`config.mk`:
```
export PLATFORM = sky130hd
export DESIGN_NAME = diff_order_calc_mc
export DESIGN_NICKNAME = d
export VERILOG_FILES = /design/src/rtl/diff_order_calc_mc.sv
export SDC_FILE = /design/constraint.sdc
export NUM_CORES = 1
export LEC_CHECK = 0
export ABC_CLOCK_PERIOD_IN_PS = 6250
export CORE_MARGIN = 5
export CORE_UTILIZATION = 53
export DETAILED_ROUTE_END_ITERATION = 6
export GPL_TIMING_DRIVEN = 0
export HOLD_SLACK_MARGIN = 0.15
export PLACE_DENSITY = 0.84
export SYNTH_ARGS = -nofsm -noshare
export SYNTH_HDL_FRONTEND = slang
export SYNTH_SLANG_ARGS = --single-unit
export TNS_END_PERCENT = 5
```
`constraint.sdc`:
```
create_clock -name clk_50 -period 6.25 [get_ports clk_50]
set_input_delay 0.625 -clock clk_50 [delete_from_list [all_inputs] [get_ports clk_50]]
set_output_delay 0.625 -clock clk_50 [all_outputs]
set_load 0.02 [all_outputs]
```
`src/rtl/diff_order_calc_mc.sv`:
```
// diff_order_calc_mc: multi-channel integer difference-order calculator.
// For each channel c it finds the smallest n >= 0 such that BG * TOE^n <= L[c].
// L[c] is a level in mV. The search scales a fixed-point accumulator by TOE
// once per cycle. Channels are processed one after another under a
// start/done handshake.
// Optional build macro DIFF_ORDER_CACHE_EN adds a per-channel result cache.
// With the cache, a channel whose level is unchanged since its last stored
// result is skipped in a single cycle.
module diff_order_calc_mc #(
    parameter int CHANNELS = 4,
    parameter int DATA_W   = 12,
    parameter int FRAC_W   = 16,
    parameter int N_W      = 16,
    parameter int N_MAX    = 40,
    parameter int BG_Q     = 63163597,
    parameter int TOE_Q    = 30782
) (
    input  logic                       clk_50,
    input  logic                       rst_n,
    input  logic                       en,
    input  logic                       start,
    input  logic [CHANNELS*DATA_W-1:0] l_mv,
    output logic                       busy,
    output logic                       done,
    output logic [CHANNELS*N_W-1:0]    n_out,
    output logic [CHANNELS-1:0]        sat
);

    localparam int ACC_W  = DATA_W + FRAC_W;
    localparam int PROD_W = DATA_W + 2 * FRAC_W;
    localparam int CH_W   = (CHANNELS > 1) ? $clog2(CHANNELS) : 1;

    localparam logic [ACC_W-1:0]  BG_V    = ACC_W'(BG_Q);
    localparam logic [FRAC_W-1:0] TOE_V   = FRAC_W'(TOE_Q);
    localparam logic [N_W-1:0]    N_MAX_V = N_W'(N_MAX);
    localparam logic [CH_W-1:0]   CH_LAST = CH_W'(CHANNELS - 1);

    localparam logic [2:0] S_IDLE  = 3'd0;
    localparam logic [2:0] S_LOAD  = 3'd1;
    localparam logic [2:0] S_ITER  = 3'd2;
    localparam logic [2:0] S_STORE = 3'd3;
    localparam logic [2:0] S_DONE  = 3'd4;

    logic [2:0]                         state;
    logic [CHANNELS-1:0][DATA_W-1:0]    l_reg;
    logic [CH_W-1:0]                    ch;
    logic [ACC_W-1:0]                   x;
    logic [N_W-1:0]                     n;
    logic                               sat_i;
    logic [CHANNELS-1:0][N_W-1:0]       n_reg;
    logic [CHANNELS-1:0]                sat_reg;

    logic [DATA_W-1:0]                  l_cur;
    logic [ACC_W-1:0]                   l_thr;
    logic [PROD_W-1:0]                  prod;
    logic [ACC_W-1:0]                   x_next;
    logic                               last_ch;
    logic                               cache_hit;

    assign n_out = n_reg;
    assign sat   = sat_reg;

    // Level of the current channel, aligned to the accumulator's binary point,
    // and the next accumulator value (truncating fixed-point multiply).
    always_comb begin
        l_cur   = l_reg[ch];
        l_thr   = {l_cur, {FRAC_W{1'b0}}};
        prod    = PROD_W'(x) * PROD_W'(TOE_V);
        x_next  = prod[PROD_W-1:FRAC_W];
        last_ch = (ch == CH_LAST);
    end

`ifdef DIFF_ORDER_CACHE_EN
    logic [CHANNELS-1:0][DATA_W-1:0] l_last;
    logic [CHANNELS-1:0]             cv;

    assign cache_hit = cv[ch] && (l_last[ch] == l_cur);

    // Cache entries are written together with the result and cleared by reset.
    always_ff @(posedge clk_50) begin
        if (!rst_n) begin
            l_last <= '0;
            cv     <= '0;
        end else if (en && state == S_STORE) begin
            l_last[ch] <= l_cur;
            cv[ch]     <= 1'b1;
        end
    end
`else
    assign cache_hit = 1'b0;
`endif

    // Sequencer: walks the channels, iterates the search, stores the results.
    always_ff @(posedge clk_50) begin
        if (!rst_n) begin
            state   <= S_IDLE;
            busy    <= 1'b0;
            done    <= 1'b0;
            ch      <= '0;
            l_reg   <= '0;
            x       <= '0;
            n       <= '0;
            sat_i   <= 1'b0;
            n_reg   <= '0;
            sat_reg <= '0;
        end else if (en) begin
            done <= 1'b0;
            case (state)
                S_IDLE: begin
                    if (start) begin
                        l_reg <= l_mv;
                        ch    <= '0;
                        busy  <= 1'b1;
                        state <= S_LOAD;
                    end
                end
                S_LOAD: begin
                    if (cache_hit) begin
                        // Unchanged level: keep the stored result and move on.
                        if (last_ch) begin
                            done  <= 1'b1;
                            state <= S_DONE;
                        end else begin
                            ch    <= ch + 1'b1;
                            state <= S_LOAD;
                        end
                    end else begin
                        x     <= BG_V;
                        n     <= '0;
                        state <= S_ITER;
                    end
                end
                S_ITER: begin
                    if (l_cur == '0) begin
                        // A zero level can never be reached; report the cap.
                        n     <= N_MAX_V;
                        sat_i <= 1'b1;
                        state <= S_STORE;
                    end else if (x <= l_thr) begin
                        sat_i <= 1'b0;
                        state <= S_STORE;
                    end else if (n == N_MAX_V) begin
                        sat_i <= 1'b1;
                        state <= S_STORE;
                    end else begin
                        x <= x_next;
                        n <= n + 1'b1;
                    end
                end
                S_STORE: begin
                    n_reg[ch]   <= n;
                    sat_reg[ch] <= sat_i;
                    if (last_ch) begin
                        done  <= 1'b1;
                        state <= S_DONE;
                    end else begin
                        ch    <= ch + 1'b1;
                        state <= S_LOAD;
                    end
                end
                S_DONE: begin
                    busy  <= 1'b0;
                    state <= S_IDLE;
                end
                default: begin
                    busy  <= 1'b0;
                    state <= S_IDLE;
                end
            endcase
        end
    end

endmodule

```
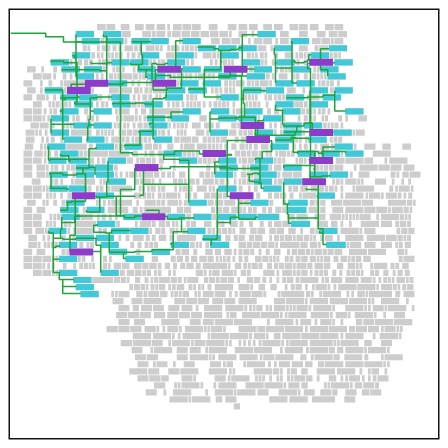
clock_wires.png
Key: cyan = flip-flops [count 167]; green = clock wires [length 1850 microns]; purple = clock-net drivers [count 17]
There are 18 routed clock nets.

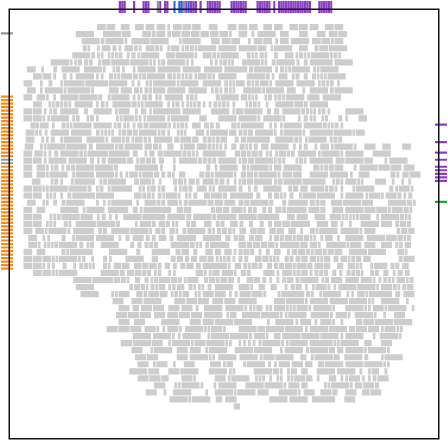
pinout.png
Pins as bars across the die edge, other pins in gray.
Key: green = rst_n [pins 1, direction input, edge right]; blue = sat [pins 4, direction output, edge top]; purple = n_out [pins 64, direction output, edge 55 top, 9 right]; orange = l_mv [pins 48, direction input, edge left]
All pins by edge: 61 top, 51 left, 10 right.

==> flow_metrics.tcl <==
# yosys + openroad results
set metrics [dict create \
    rrSetupSlack_ns 0.09 \
    yosys_warnings 0 \
    diodes 0 \
    fp-utilization_pct 53.35 \
    die_x_microns 165.8 \
    timing.fmax_mhz 162.4 \
    crit_path_end "x[18]$_SDFFE_PN0P_" \
    utilization_pct 63.79 \
    outcome "completed" \
    cts_resized 12 \
    worst_slew_pin_slew_ns 0.7259 \
    syn_avg_cell_area_sq_um 8.389 \
    slowest_delay_ns 0.55 \
    fin_skew_ns 0.008575 \
    dp_hpwl_microns 28310 \
    edf_count 0 \
    reg2regPathDepth 24 \
    grtUsageTotal_pct 25.79 \
    power.density_nw_per_um2 261.4 \
    ir_worst_vdd_v 0.0001665 \
    worst-endpoint-required_ns 6.59 \
    cap_violations 0 \
    regArea_sq_um 3354 \
    core_area_sq_um 24110 \
    boundaryPins 122 \
    timing.final.crit_period_ns 6.156 \
    dp_cells 1977 \
    ys_area_sq_um 12860 \
    io_buffers 120 \
    worst_hold_path.num_cells 2 \
    slew_viol_final 0 \
    synth_top_area_share_pct 25.99 \
    synth.most_common_cell "nand2_1" \
    routed_wl_microns 36000 \
    finalCritPeriodShare_pct 98.50 \
    largest_reg_flops 64 \
    cts_tree "built" \
    warnings 47 \
    min_to "l_reg[35]$_SDFFE_PN0P_" \
    ys_async_sr_fraction_pct 0 \
    cts_buffers 17 \
    reg2reg_from "x[15]$_SDFFE_PN0P_" \
    min_path_type "reg -> reg" \
    layout_top_cell "nand2_1" \
    htreeDepth 4 \
    synth_top_flop_cell "dfxtp_1" \
    clk_latency_ns 0.43 \
    ant_nets 0 \
    grt_pass1_vias 11510 \
    p_leak_uw 0.006838 \
    max-slew-margin-rel_pct 51.42 \
    startpoint_type "flip-flop" \
    comb_area_sq_um 8558 \
    r2r_end "x[18]$_SDFFE_PN0P_" \
    drt_iter0_markers 917 \
    drive_above_1_share_pct 6.984 \
    synth_cells 1533 \
    grt_antenna_before_repair 0 \
    clkTransAtPathRegs_ns 0.07 \
    setup_viol 0 \
    crit_path_cell_trace "clkinvlp_4, fa_1, fa_1, inv_1, ha_1, inv_1, fa_1, inv_1, fa_1, inv_1, fa_1, inv_1, ha_1, buf_2, nand2_1, o21ai_1, nand3b_1, o221a_2, o211ai_1, buf_4, o311ai_4, a31oi_1, or4_1, o311ai_1" \
    end_kind "flip-flop" \
    fp-row-count 57 \
    synth_top_cell_by_area "dfxtp_1" \
    hold_slack_ns 0.4542 \
    finalNonFillerCells 2028 \
    overflow 0 \
    ys_seq_share_pct 25.99 \
]
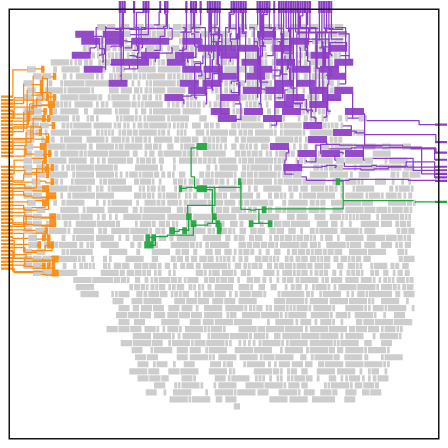
port_trees.png
Key: purple = n_out [bits 64, direction output, edge 55 top, 9 right, end cells 64, buffers 64, wire 2380 microns]; orange = l_mv [bits 48, direction input, edge left, end cells 48, buffers 48, wire 831 microns]; green = rst_n [bits 1, direction input, edge right, end cells 19, buffers 2, wire 255 microns]

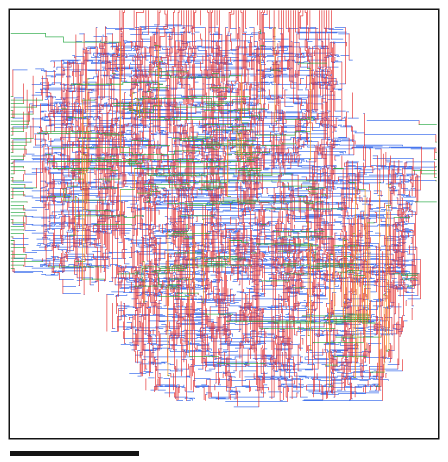
layers.png
Bar = 50 microns.
Key: red = M2 [wire length 17300 microns]; blue = M1 [wire length 14700 microns]; orange = M4 [wire length 1400 microns]; green = M3 [wire length 2590 microns]

==> metal layers <==
| layer | routed length [microns] | part of all wire, % | global-route usage [%] | vias to the layer above |
|---|---|---|---|---|
| met1 | 14740 | 41 | 33.01 | 5401 |
| met4 | 1396 | 3.9 | 10.40 | 0 |
| met5 | 0 | 0 | 0 | - |
| met2 | 17270 | 48 | 43.64 | 548 |
| li1 | - | - | - | 5379 |
| met3 | 2589 | 7.2 | 4.308 | 96 |
==> report_power, final <==
| part | internal (uW) | total [uW] | switching (uW) |
|---|---|---|---|
| clock | 622 | 1050 | 433 |
| sequential | 1100 | 1140 | 43.3 |
| combinational | 696 | 1820 | 1120 |
| total | 2420 | 4020 | 1600 |
==> logic make-up after synthesis <==
logic type               count (synthesis)  synth area share [%]
AND/OR/NAND/NOR                        462                 15.74
AND-OR/OR-AND                          323                 14.45
buffers and inverters                  278                 8.328
adder cells (fa/ha/maj)                253                 30.80
flip-flops                             167                 25.99
XOR/XNOR                                38                 2.588
multiplexers                            12                 2.101
==> stage by stage <==
step	worst slack, ns	setup TNS, ns	total power [uW]	cell area, sq um
floorplan	0.2826	0	2428	12860
global placement	-0.5962	-1.512	2813	14470
detailed placement	-0.7772	-2.474	2883	14470
CTS	0.004357	0	3935	15140
global route	-0.1424	-0.3015	4305	15380
finish	0.09386	0	4020	15380
==> area by class of cell <==
type,instances,area share [%]
buffer,74,1.994
clock buffer,22,3.084
clock inverter,10,0.7730
inverter,199,5.053
multi-input combinational,1088,55.66
sequential,167,21.82
tap,324,2.637
timing repair buffer,144,8.984
Power figures rest on the tool's default switching activity, not on a simulated workload.
